### Routed clock nets over the placement

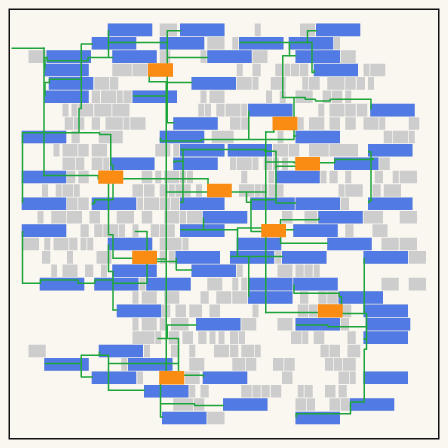
### Metal layers overlaid

Two of the layers only.
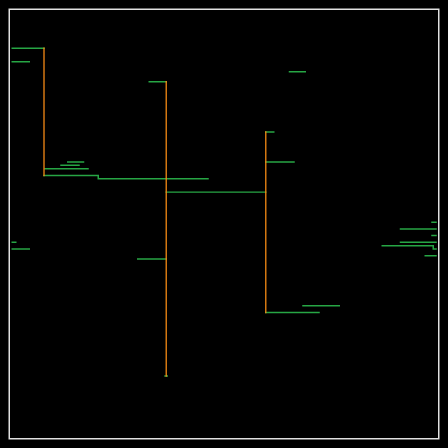
### I/O pins on the die edge

Pins as bars across the die edge, other pins in gray.
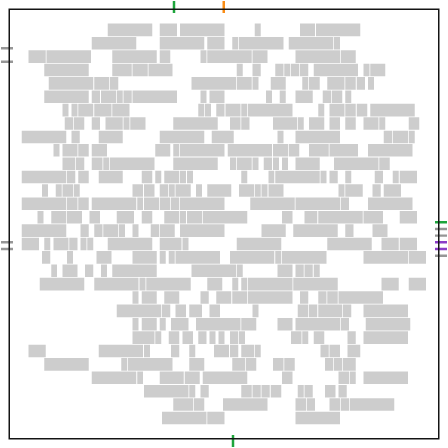
### Routing congestion map

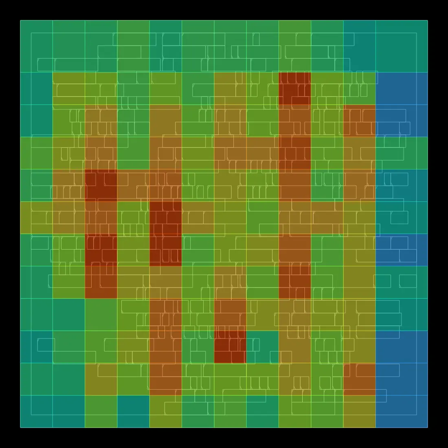
==> config.mk <==
export PLATFORM = sky130hd
export DESIGN_NAME = game_input_ctrl_flat
export DESIGN_NICKNAME = d
export VERILOG_FILES = /design/src/rtl/game_input_ctrl_if.sv /design/src/rtl/game_input_ctrl.sv /design/src/flat_wrapper.sv
export SDC_FILE = /design/constraint.sdc
export NUM_CORES = 1
export LEC_CHECK = 0
export CAP_MARGIN = 20
export CORE_MARGIN = 2
export CORE_UTILIZATION = 50
export CTS_BUF_LIST = sky130_fd_sc_hd__clkbuf_8
export CTS_CLUSTER_SIZE = 24
export DETAILED_ROUTE_END_ITERATION = 12
export PLACE_DENSITY = 0.67
export SLEW_MARGIN = 20
export SYNTH_ARGS = -nofsm -noshare
export SYNTH_HDL_FRONTEND = slang
export SYNTH_SLANG_ARGS = --single-unit
==> constraint.sdc <==
create_clock -name clk -period 5.5 [get_ports clk]
set_input_delay 1.375 -clock clk [delete_from_list [all_inputs] [get_ports clk]]
set_output_delay 1.375 -clock clk [all_outputs]
set_load 0.01 [all_outputs]
==> src/rtl/game_input_ctrl_if.sv <==
// Button, game-state and event signals of the game input front-end.
// The testbench or game top drives through master; the front-end uses slave.
interface game_input_ctrl_if;
    logic       btn_start;
    logic       btn_restart;
    logic       btn_action;
    logic [1:0] state;
    logic       start_game;
    logic       restart;
    logic       action_pulse;
    logic [2:0] btn_level;

    modport master (
        output btn_start, btn_restart, btn_action, state,
        input  start_game, restart, action_pulse, btn_level
    );

    modport slave (
        input  btn_start, btn_restart, btn_action, state,
        output start_game, restart, action_pulse, btn_level
    );
endinterface

==> src/rtl/game_input_ctrl.sv <==
// Synchronise, debounce and edge-detect the start/restart/action buttons into one-cycle events.
// Optional action auto-repeat is enabled by defining GAME_INPUT_AUTOREPEAT_EN.
module game_input_ctrl #(
    parameter int DEBOUNCE_CYCLES = 1000000,
    parameter int CNT_W           = 20,
    parameter int REPEAT_DELAY    = 30000000,
    parameter int REPEAT_PERIOD   = 10000000
) (
    input  logic             clk,
    input  logic             rst,
    game_input_ctrl_if.slave bus
);
    localparam logic [1:0] StPlaying = 2'd1;

    if (DEBOUNCE_CYCLES < 2 || $clog2(DEBOUNCE_CYCLES) > CNT_W ||
        REPEAT_DELAY < 1 || REPEAT_PERIOD < 1) begin : g_bad_params
        $error("game_input_ctrl: illegal parameter combination");
    end

    logic [2:0]       w_raw;
    logic [2:0]       r_sync1;
    logic [2:0]       r_sync2;
    logic [2:0]       r_lvl;
    logic [2:0]       r_lvl_d;
    logic [CNT_W-1:0] r_cnt [3];
    logic [2:0]       w_rise;
    logic             w_playing;
    logic             w_action_fire;
    logic             r_start_pulse;
    logic             r_restart_pulse;
    logic             r_action_pulse;

    assign w_raw     = {bus.btn_action, bus.btn_restart, bus.btn_start};
    assign w_playing = (bus.state == StPlaying);
    assign w_rise    = r_lvl & ~r_lvl_d;

    always_ff @(posedge clk or posedge rst) begin
        if (rst) begin
            r_sync1 <= '0;
            r_sync2 <= '0;
        end else begin
            r_sync1 <= w_raw;
            r_sync2 <= r_sync1;
        end
    end

    // A level only flips after DEBOUNCE_CYCLES consecutive samples disagree with it.
    always_ff @(posedge clk or posedge rst) begin
        if (rst) begin
            r_lvl <= '0;
            for (int b = 0; b < 3; b++) begin
                r_cnt[b] <= '0;
            end
        end else begin
            for (int b = 0; b < 3; b++) begin
                if (r_sync2[b] == r_lvl[b]) begin
                    r_cnt[b] <= '0;
                end else if (r_cnt[b] == CNT_W'(DEBOUNCE_CYCLES - 1)) begin
                    r_lvl[b] <= r_sync2[b];
                    r_cnt[b] <= '0;
                end else begin
                    r_cnt[b] <= r_cnt[b] + CNT_W'(1);
                end
            end
        end
    end

`ifdef GAME_INPUT_AUTOREPEAT_EN
    localparam int RptMax = (REPEAT_DELAY > REPEAT_PERIOD) ? REPEAT_DELAY : REPEAT_PERIOD;
    localparam int RptW   = $clog2(RptMax + 1);

    logic            r_rep_on;
    logic            r_rep_first;
    logic [RptW-1:0] r_rep_cnt;
    logic [RptW-1:0] w_rep_limit;
    logic            w_first_press;
    logic            w_rep_fire;

    assign w_first_press = w_rise[2] & w_playing;
    assign w_rep_limit   = r_rep_first ? RptW'(REPEAT_DELAY) : RptW'(REPEAT_PERIOD);
    assign w_rep_fire    = r_rep_on & r_lvl[2] & w_playing & (r_rep_cnt == w_rep_limit);
    assign w_action_fire = w_first_press | w_rep_fire;

    // The count is the number of cycles since the last emitted action pulse.
    always_ff @(posedge clk or posedge rst) begin
        if (rst) begin
            r_rep_on    <= 1'b0;
            r_rep_first <= 1'b0;
            r_rep_cnt   <= '0;
        end else if (w_first_press) begin
            r_rep_on    <= 1'b1;
            r_rep_first <= 1'b1;
            r_rep_cnt   <= RptW'(1);
        end else if (r_rep_on) begin
            if (!(r_lvl[2] && w_playing)) begin
                r_rep_on  <= 1'b0;
                r_rep_cnt <= '0;
            end else if (w_rep_fire) begin
                r_rep_first <= 1'b0;
                r_rep_cnt   <= RptW'(1);
            end else begin
                r_rep_cnt <= r_rep_cnt + RptW'(1);
            end
        end
    end
`else
    assign w_action_fire = w_rise[2] & w_playing;
`endif

    always_ff @(posedge clk or posedge rst) begin
        if (rst) begin
            r_lvl_d         <= '0;
            r_start_pulse   <= 1'b0;
            r_restart_pulse <= 1'b0;
            r_action_pulse  <= 1'b0;
        end else begin
            r_lvl_d         <= r_lvl;
            r_start_pulse   <= w_rise[0];
            r_restart_pulse <= w_rise[1];
            r_action_pulse  <= w_action_fire;
        end
    end

    assign bus.start_game   = r_start_pulse;
    assign bus.restart      = r_restart_pulse;
    assign bus.action_pulse = r_action_pulse;
    assign bus.btn_level    = r_lvl;
endmodule
==> src/flat_wrapper.sv <==
// flat-port wrapper written by rule: the top's interface ports become plain ports
module game_input_ctrl_flat 
#(
    parameter int DEBOUNCE_CYCLES = 1000000,
    parameter int CNT_W           = 20,
    parameter int REPEAT_DELAY    = 30000000,
    parameter int REPEAT_PERIOD   = 10000000
)
  (clk, rst, bus_btn_start, bus_btn_restart, bus_btn_action, bus_state, bus_start_game, bus_restart, bus_action_pulse, bus_btn_level);
  game_input_ctrl_if bus_i ();
  input  logic clk;
  input  logic rst;
  input wire logic [$bits(bus_i.btn_start)-1:0] bus_btn_start;
  input wire logic [$bits(bus_i.btn_restart)-1:0] bus_btn_restart;
  input wire logic [$bits(bus_i.btn_action)-1:0] bus_btn_action;
  input wire logic [$bits(bus_i.state)-1:0] bus_state;
  output wire logic [$bits(bus_i.start_game)-1:0] bus_start_game;
  output wire logic [$bits(bus_i.restart)-1:0] bus_restart;
  output wire logic [$bits(bus_i.action_pulse)-1:0] bus_action_pulse;
  output wire logic [$bits(bus_i.btn_level)-1:0] bus_btn_level;
  assign bus_i.btn_start = bus_btn_start;
  assign bus_i.btn_restart = bus_btn_restart;
  assign bus_i.btn_action = bus_btn_action;
  assign bus_i.state = bus_state;
  assign bus_start_game = bus_i.start_game;
  assign bus_restart = bus_i.restart;
  assign bus_action_pulse = bus_i.action_pulse;
  assign bus_btn_level = bus_i.btn_level;
  game_input_ctrl #(.DEBOUNCE_CYCLES(DEBOUNCE_CYCLES), .CNT_W(CNT_W), .REPEAT_DELAY(REPEAT_DELAY), .REPEAT_PERIOD(REPEAT_PERIOD)) u_core (.clk(clk), .rst(rst), .bus(bus_i));
endmodule
==> results.txt <==
flow finished, numbers: first-pass GRT wire length between 10000 and 15000 um, Post-Place Setup Slack around 2.5 ns, Tightest Hold Check Type reg -> reg, critical path depth in cells 1, antenna violations before repair 0, critical path start-end classification reg -> out, warnings from Yosys 0, outcome completed, maxcap violations 0, row count 30, Distinct cells, synth 36, clock latency on the worst-skew pair around 0.34 ns, standby leakage power around 1.5 nW, Worst-path clk slew around 0.070 ns, CTS tree done, Tightest Pin Transition around 0.81 ns, final setup TNS 0 ns, Yosys Chip Area roughly 3400 um^2, AND-OR/OR-AND share of the synthesized area 4.541%, vias in the first global route 2261, fraction of the mapped netlist area in simple logic gates ~25%, Synth top cells by count dfrtp_1 (75), nor2_1 (55), xnor2_1 (30), number of detailed-route iterations in the first pass 4, most numerous cell in the Yosys netlist dfrtp_1, uppermost metal layer occupied by signal nets met4, Seq group between 500 and 600 uW, switching share of total power between 20% and 30%, Comb group between 30 and 40 uW, minimum setup slack in the final design approximately 2.8 ns, total die size between 7000 and 8000 um^2, cell count after synthesis ~340, switching component of the power 211.0 uW, I/O pin cnt 13, nonclk inv count 13, Final setup viols 0, Final Max Tran Viols 0, number of nets with antenna violations after detailed routing 0, fraction of final layout cells sized beyond drive strength 1 under 10%, library cell with the largest summed area after synthesis dfrtp_1, Top area cell types dfrtp_1 (54%), xnor2_1 (7.6%), nor2_1 (6.0%), fraction of area in clock buffers and inverters 3.917%, Crit Reg-Reg Endpoint u_core.r_cnt[12], growth of design area from synthesis to finish 10.35%, fraction of registers with async set or reset after synthesis 100.0%, fraction of area in multi-input gates 39.20%, startpoint type of the worst setup path register, internal power between 700 and 800 uW, Fin. Hold Viols 0, Critical path destination bus_btn_level[0], Worst Clk Skew 0.008342 ns, worst slew slack as a fraction of its limit 45.76%, Sinks on Clock Net about 75
## Picture notes: 'Routed clock nets over the placement'
[clock-net drivers] orange | count: 9
[clock wires] green | length: 940 um
[flip-flops] blue | count: 75
flops lie: spread over the die

## Picture notes: 'Metal layers overlaid'
| layer | color | wire length |
|---|---|---|
| M4 | orange | 122 um |
| M3 | green | 152 um |

## Picture notes: 'I/O pins on the die edge'
| port | color | pins | direction | edge |
|---|---|---|---|---|
| bus_state | purple | 2 | input | east |
| bus_restart | orange | 1 | output | north |
| bus_btn_level | green | 3 | output | 1 south, 1 north, 1 east |
all pins by edge: 6 east, 4 west, 2 north, 1 south

## Picture notes: 'Routing congestion map'
total track usage: 17.70%
per-cell routed wire length: 13.95 um
most heavily used metal layer in global routing: met2

metrics by stage:
stage          util, %  area, um^2  power, mW  hold WS (ns)  std cells
2_1_floorplan        -        3445     0.5984        0.3312        336
3_3_place_gp     54.34        3651     0.6101        0.3328        425
3_5_place_dp     54.34        3651     0.6113        0.3365        425
4_1_cts          56.55        3800     0.9592        0.3513        438
5_1_grt          56.57        3801     0.9909        0.3547        438
6_report         56.57        3801     0.9450        0.3468        438
registers in the layout (all words and copies together), names as in the netlist:
register and count:
u_core.r_sync1 3, u_core.r_cnt 60, u_core.r_sync2 3, u_core.bus.start_game 1, u_core.bus.action_pulse 1, u_core.r_lvl_d 3, u_core.bus.btn_level 3, u_core.bus.restart 1
Power figures rest on the tool's default switching activity, not on a simulated workload.
